<file path="config.mk">
export PLATFORM = sky130hd
export DESIGN_NAME = el2_noc_join_endpoint
export DESIGN_NICKNAME = d
export VERILOG_FILES = /design/src/rtl/el2_noc_join_endpoint.sv
export SDC_FILE = /design/constraint.sdc
export NUM_CORES = 1
export LEC_CHECK = 0
export ABC_AREA = 0
export ABC_CLOCK_PERIOD_IN_PS = 2850
export CORE_AREA = 4 4 131 133
export CTS_CLUSTER_DIAMETER = 30
export DETAILED_ROUTE_END_ITERATION = 7
export DIE_AREA = 0 0 135 137
export HOLD_SLACK_MARGIN = 0.05
export PLACE_DENSITY = 0.63
export REMOVE_ABC_BUFFERS = 1
export SLEW_MARGIN = 30
export SYNTH_ARGS = -nofsm -noshare
export SYNTH_HDL_FRONTEND = slang
export SYNTH_SLANG_ARGS = --single-unit
</file>
<file path="constraint.sdc">
create_clock -name clk -period 2.85 [get_ports clk]
set_clock_uncertainty 0.1 [all_clocks]
set_input_delay 0.57 -clock clk [delete_from_list [all_inputs] [get_ports clk]]
set_output_delay 0.57 -clock clk [all_outputs]
set_load 0.02 [all_outputs]
</file>
<file path="src/rtl/el2_noc_join_endpoint.sv">
// el2_noc_join_endpoint: joins one operand packet from every NoC input channel for a functional unit and sends its results back out as a header flit followed by data flits
//   clk, rst_l          : clock, asynchronous active-low reset
//   flush               : synchronous abort of everything in flight
//   in_valid/in_data/in_ready    : per-channel operand flit ports (channel i at [i*FLIT_W +: FLIT_W])
//   op_valid/op_data/op_ready    : joined operands to the functional unit (channel i at [i*PKT_W +: PKT_W])
//   res_valid/res_data/res_ready : result from the functional unit
//   out_valid/out_data/out_head/out_ready : result flits towards the NoC
module el2_noc_join_endpoint #(
   parameter int                NUM_CH   = 2,
   parameter int                FLIT_W   = 8,
   parameter int                PKT_W    = 32,
   parameter int                RES_W    = 32,
   parameter int                ADDR_W   = 4,
   parameter logic [ADDR_W-1:0] DST_ADDR = 4'h3
) (
   input  logic                     clk,
   input  logic                     rst_l,
   input  logic                     flush,
   input  logic [NUM_CH-1:0]        in_valid,
   input  logic [NUM_CH*FLIT_W-1:0] in_data,
   output logic [NUM_CH-1:0]        in_ready,
   output logic                     op_valid,
   output logic [NUM_CH*PKT_W-1:0]  op_data,
   input  logic                     op_ready,
   input  logic                     res_valid,
   input  logic [RES_W-1:0]         res_data,
   output logic                     res_ready,
   output logic                     out_valid,
   output logic [FLIT_W-1:0]        out_data,
   output logic                     out_head,
   input  logic                     out_ready
);
   localparam int FLITS     = (PKT_W + FLIT_W - 1) / FLIT_W;
   localparam int RES_FLITS = (RES_W + FLIT_W - 1) / FLIT_W;
   localparam int CNT_W     = FLITS > 1 ? $clog2(FLITS) : 1;
   localparam int IDX_W     = RES_FLITS > 1 ? $clog2(RES_FLITS) : 1;
   localparam logic [CNT_W-1:0] LAST_FLIT = CNT_W'(FLITS - 1);
   localparam logic [IDX_W-1:0] LAST_IDX  = IDX_W'(RES_FLITS - 1);

   logic [NUM_CH-1:0] full;
   logic [NUM_CH-1:0] done;
   logic              consume;

   assign consume  = op_valid && op_ready;
   assign in_ready = ~full & {NUM_CH{!flush}};

   for (genvar i = 0; i < NUM_CH; i++) begin : g_ch
      logic [CNT_W-1:0] cnt;
      logic             full_r;
      logic [PKT_W-1:0] pkt;
      logic             acc;
      assign acc     = in_valid[i] && in_ready[i];
      assign done[i] = acc && cnt == LAST_FLIT;
      assign full[i] = full_r;
      assign op_data[i*PKT_W +: PKT_W] = pkt;
      // The packet register doubles as op_data; it is frozen while full because in_ready is low.
      always_ff @(posedge clk or negedge rst_l)
         if (!rst_l) begin
            cnt    <= '0;
            full_r <= 1'b0;
            pkt    <= '0;
         end else if (flush) begin
            cnt    <= '0;
            full_r <= 1'b0;
         end else if (consume) begin
            full_r <= 1'b0;
         end else if (acc) begin
            cnt    <= done[i] ? '0 : cnt + 1'b1;
            full_r <= done[i];
            // Bit-wise write so that flit bits beyond PKT_W in the last flit are simply dropped.
            for (int b = 0; b < PKT_W; b++)
               if (cnt == CNT_W'(b / FLIT_W)) pkt[b] <= in_data[i*FLIT_W + b%FLIT_W];
         end
   end

   // Registered copy of "all full next cycle", so it rises one cycle after the last missing flit.
   always_ff @(posedge clk or negedge rst_l)
      if (!rst_l) op_valid <= 1'b0;
      else        op_valid <= !flush && !consume && &(full | done);

   typedef enum logic [1:0] {IDLE, HEAD, DATA} state_t;

   state_t                       state, state_nxt;
   logic [IDX_W-1:0]             idx, idx_nxt;
   logic [RES_FLITS*FLIT_W-1:0]  rbuf, rbuf_nxt;
   logic [FLIT_W-1:0]            hdr;

   always_ff @(posedge clk or negedge rst_l)
      if (!rst_l) begin
         state <= IDLE;
         idx   <= '0;
         rbuf  <= '0;
      end else begin
         state <= state_nxt;
         idx   <= idx_nxt;
         rbuf  <= rbuf_nxt;
      end

   always_comb begin
      state_nxt = state;
      idx_nxt   = idx;
      rbuf_nxt  = rbuf;
      hdr       = '0;
      hdr[ADDR_W-1:0] = DST_ADDR;
      res_ready = 1'b0;
      out_valid = 1'b0;
      out_head  = 1'b0;
      out_data  = '0;
      if (flush) begin
         state_nxt = IDLE;
         idx_nxt   = '0;
         rbuf_nxt  = '0;
      end else begin
         case (state)
            IDLE: begin
               res_ready = 1'b1;
               if (res_valid) begin
                  rbuf_nxt = '0;
                  rbuf_nxt[RES_W-1:0] = res_data;
                  state_nxt = HEAD;
               end
            end
            HEAD: begin
               out_valid = 1'b1;
               out_head  = 1'b1;
               out_data  = hdr;
               if (out_ready) begin
                  state_nxt = DATA;
                  idx_nxt   = '0;
               end
            end
            DATA: begin
               out_valid = 1'b1;
               out_data  = rbuf[int'(idx)*FLIT_W +: FLIT_W];
               if (out_ready) begin
                  idx_nxt   = idx == LAST_IDX ? '0 : idx + 1'b1;
                  state_nxt = idx == LAST_IDX ? IDLE : DATA;
               end
            end
            default: state_nxt = IDLE;
         endcase
      end
   end
endmodule

</file>
==> run_1/met1.png <==
Drawn at 4 px/um. Supply wires on this layer in gray.
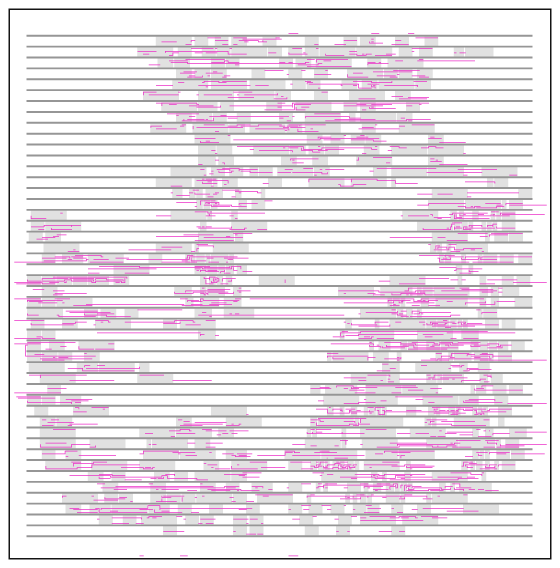
The wires run mostly horizontal. The longest straight run is 40.9 um. The layer holds 41% of the routed length. The layer carries 4,890 um of wire.
vias: 3,338
Routed WL: 11,800 um
GR Layer Usage met1: 0.163

==> run_1/met3.png <==
Drawn at 3 px/um.
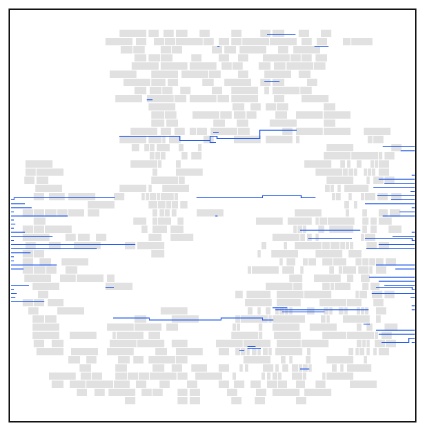
69 nets have wire on it. The wires run mostly horizontal. The longest straight run is 41.2 um. The layer holds 6.5% of the routed length. The layer carries 765 um of wire.

==> run_1/metal_stack.png <==
Drawn at 3 px/um. Two of the layers only.
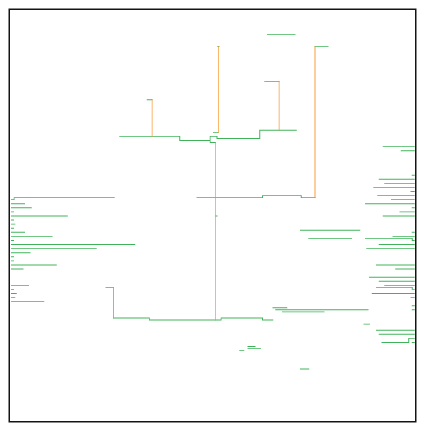
met3: marked green, wire length 765 um. met4: marked orange, wire length 177 um.
Wirelength per Cell: 16.2 um
Overall Global Routing Usage: 0.131

==> results.toml, run 1 <==
# synthesis and place-and-route metrics
[worst_setup_path]
cp_max_fo = 8
crit_end = "out_valid"
worstRegToRegCells = 6
critPathBufInv = 2
r2r-end = "rbuf[13]$_DFFE_PN0P_"
critical_path_class = "flip-flop to output pin"
r2r-start = "state[0]$_DFFE_PN0P_"
rrSetupSlack_ns = 1.01
end_kind = "output pin"

[layout]
regMostFlops = "g_ch.pkt"
buffer_area_frac = 0.212
drive_gt1_frac = 0.209
nets = 580
nNonClkInverters = 7
seq_share = 0.405
stdcell_area_um2 = 6600
dominant_cells = "flip-flops and latches"
final_util = 0.417
regArea_um2 = 2680
reg_top3 = "g_ch.pkt x64, rbuf x32, g_ch.cnt x4"
syn_to_final_growth_pct = 39.4
clock_area_frac = 0.0449
final_cell_mix = "clkdlybuf4s50_1 (123), dfrtp_1 (107), nand2_1 (68), mux2_2 (56), a21oi_1 (41)"
layout_top_cell = "clkdlybuf4s50_1"
flop-count = 107

[sta]
rsz0062_at_grt = "false"
setup-violations-final = 0
maxSlewViolCount = 0
fin_hold_ws_ns = 0.178
slew_headroom = 0.609
setup_tns_ns = 0
max_freq_mhz = 370
tightest_slew_ns = 0.587
period_used_share = 0.948
fin_ws_ns = 0.150

[die]
nWellTaps = 216
initCoreUtil = 0.299
die_x_um = 135
dieHeight_um = 137

[detailed_routing]
wl_met3_um = 764
met2_length_um = 6000
top_layer = "met4"
drt_iter0_drc = 216
viasPerCell = 4.56

[place]
pre_cts_slack_ns = 0.108
gp_congestion = 0.763
dp_hpwl_um = 8410

[yosys]
ys.flop_type = "dfrtp_1"
ys_area_um2 = 4740
top_cell_area_share = 0.565
edf_count = 0
ys_cells = 378
syn_area_um2 = 4740
ys_top_logic_family = "multiplexers"
syn_inst = 378
ys_seq_frac = 0.565
synth_area_per_cell_um2 = 12.5
ys_warn_count = 0
ys_sh_mux = 0.197
common_cells = "dfrtp_1 (107), nand2_1 (68), mux2_2 (56)"

[worst_hold_path]
min_path_type = "primary input to async pin"

[grt]
grt_use_met3 = 0.0390
grt_max_degree = 108

[clock_tree]
cts.sinks = 107
htreeDepth = 3
clock_path_buffers = 2
ctsHoldBuffers = 0
post-cts-setup-buffer-count = 0

[power]
p_sw_frac = 0.322
total_power_w = 0.00507
power_leakage_nw = 2.91
clock_power_w = 0.00124
vdd_ir_drop_max_mv = 0.365
p_switching_w = 0.00163
powerDensity_nw_per_um2 = 768
comb_power_share = 0.356

[run_status]
status = "finished, final reports clean"
==> run_1/final_congestion.png <==
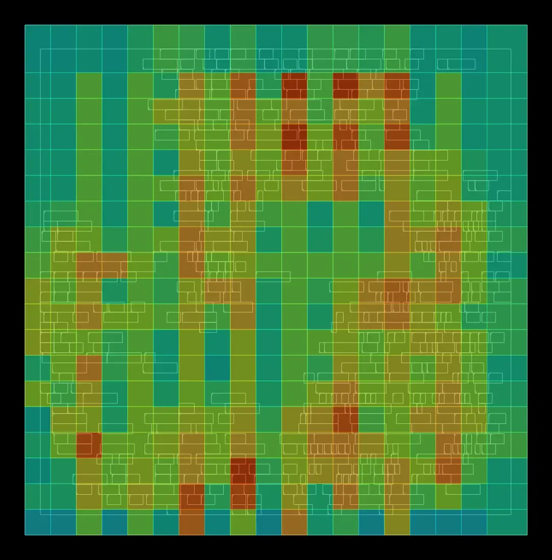

--- run 2 (diff from run 1) ---
- CORE_AREA: 4 4 131 133 -> 2 2 129 131
- DIE_AREA: 0 0 135 137 -> 0 0 131 133
- DONT_BUFFER_PORTS: not set -> 1
- PLACE_DENSITY: 0.63 -> 0.52
==> run_2/final_congestion.png <==
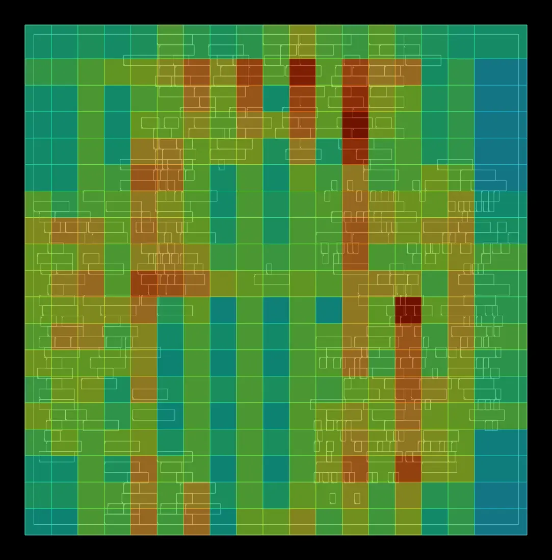
Core Util, Final: 0.327
GR Layer Usage met1: 0.151
met3 GRT Util: 0.0550
layer with the highest usage: met2
met2 Usage GRT: 0.199

==> run 2 against run 1 <==
Effect of this change:
- non-clock buffer count is 136 lower
- maximum frequency increased by 0.41%
- sequential share of layout area increased by 10 points
- die size down 5.8%
- clock power increased by about 10%
- count of clock-buffer cells in the layout is 3 lower
- the run now ends with negative hold slack left
- wire length fell by 7.3%
- global-route usage fell by 0.42 points
- flip-flop count unchanged
- via count fell by 13%
- first-iteration DRC count shrank 39%
- total power fell by 8.9%
==> results.toml, run 2 <==
# synthesis and place-and-route metrics
[run_status]
status = "complete, but fails checks"
failed_checks = "negative hold slack"

[worst_setup_path]
crit_end = "out_data[1]"
worstRegToRegCells = 3
end_kind = "output pin"
r2r-start = "op_valid$_DFF_PN0_"
path_delay_family = "flip-flops"
r2r-end = "g_ch[1].pkt[8]$_DFFE_PN0P_"
path_cells = "mux4_2, a21oi_1, nor2b_1, buf_4"
rrSetupSlack_ns = 0.84
critical_path_class = "flip-flop to output pin"
cp_max_fo = 11
critPathBufInv = 1
start_kind = "flip-flop"

[yosys]
edf_count = 0
ys_area_um2 = 4740
top_cell_area_share = 0.565
ys_top_logic_family = "multiplexers"
ys_seq_frac = 0.565
ys_warn_count = 0
ys_sh_mux = 0.197
synth_cell_type_count = 36
synth_area_per_cell_um2 = 12.5
common_cells = "dfrtp_1 (107), nand2_1 (68), mux2_2 (56)"
syn_area_um2 = 4740
ys_cells = 378
syn_inst = 378

[detailed_routing]
drt_iter0_drc = 131
top_layer = "met4"
wl_met3_um = 953
wl_met1_um = 4450
met2_length_um = 5340
viasPerCell = 4.80
avgRoutedWirePerCell_um = 18.2

[power]
total_power_w = 0.00462
vdd_ir_drop_max_mv = 0.339
p_clk_frac = 0.304
comb_power_share = 0.186
power_leakage_nw = 2.34
powerDensity_nw_per_um2 = 874
p_switching_w = 0.00151
clock_power_w = 0.00140
p_sw_frac = 0.327

[place]
pre_cts_slack_ns = 0.501
dp_hpwl_um = 7910

[sta]
fin_ws_ns = 0.160
maxSlewViolCount = 0
slew_headroom = 0.596
tightest_slew_ns = 0.606
period_used_share = 0.944
setup_tns_ns = 0
fin_hold_ws_ns = -0.187
max_freq_mhz = 372
hold_viol_final = 107
setup-violations-final = 0

[grt]
grt_util_all_layers = 0.127
grt_max_degree = 108

[layout]
dominant_cells = "flip-flops and latches"
clock_area_frac = 0.0646
drive_gt1_frac = 0.271
layout_top_cell = "dfrtp_1"
regMostFlops = "g_ch.pkt"
nets = 444
regArea_um2 = 2680
seq_share = 0.507
stdcell_area_um2 = 5290
final_cell_mix = "dfrtp_1 (107), nand2_1 (68), mux2_2 (56), a21oi_1 (41), ha_1 (13)"
nNonClkInverters = 7
buffer_area_frac = 0.00710
syn_to_final_growth_pct = 11.6
reg_top3 = "g_ch.pkt x64, rbuf x32, g_ch.cnt x4"

[clock_tree]
htreeDepth = 3
post-cts-setup-buffer-count = 0
clock_path_buffers = 2
cts.sinks = 107

[die]
initCoreUtil = 0.293
die_x_um = 131
nWellTaps = 220
dieHeight_um = 133

[worst_hold_path]
min_path_type = "primary input to async pin"
==> run_2/met4.png <==
Drawn at 4 px/um. Supply wires on this layer in gray.
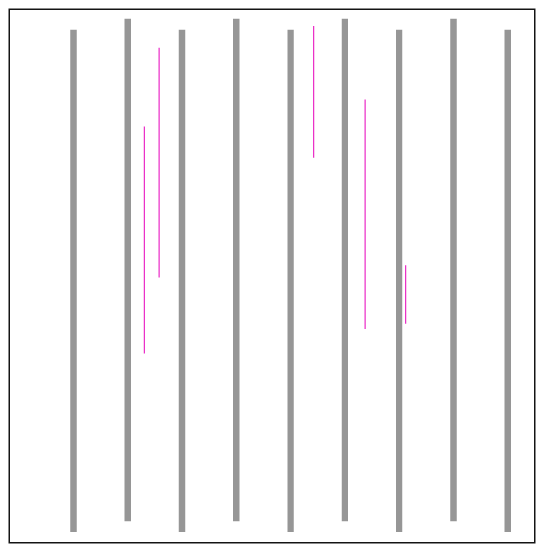
The longest straight run is 57.1 um. 4 nets have wire on it. The wires run mostly vertical. The layer carries 218 um of wire. The layer holds 2.0% of the routed length.
vias: 2,892
Routed WL: 11,000 um

No activity file was given, so power comes from the tool's default toggle rates.
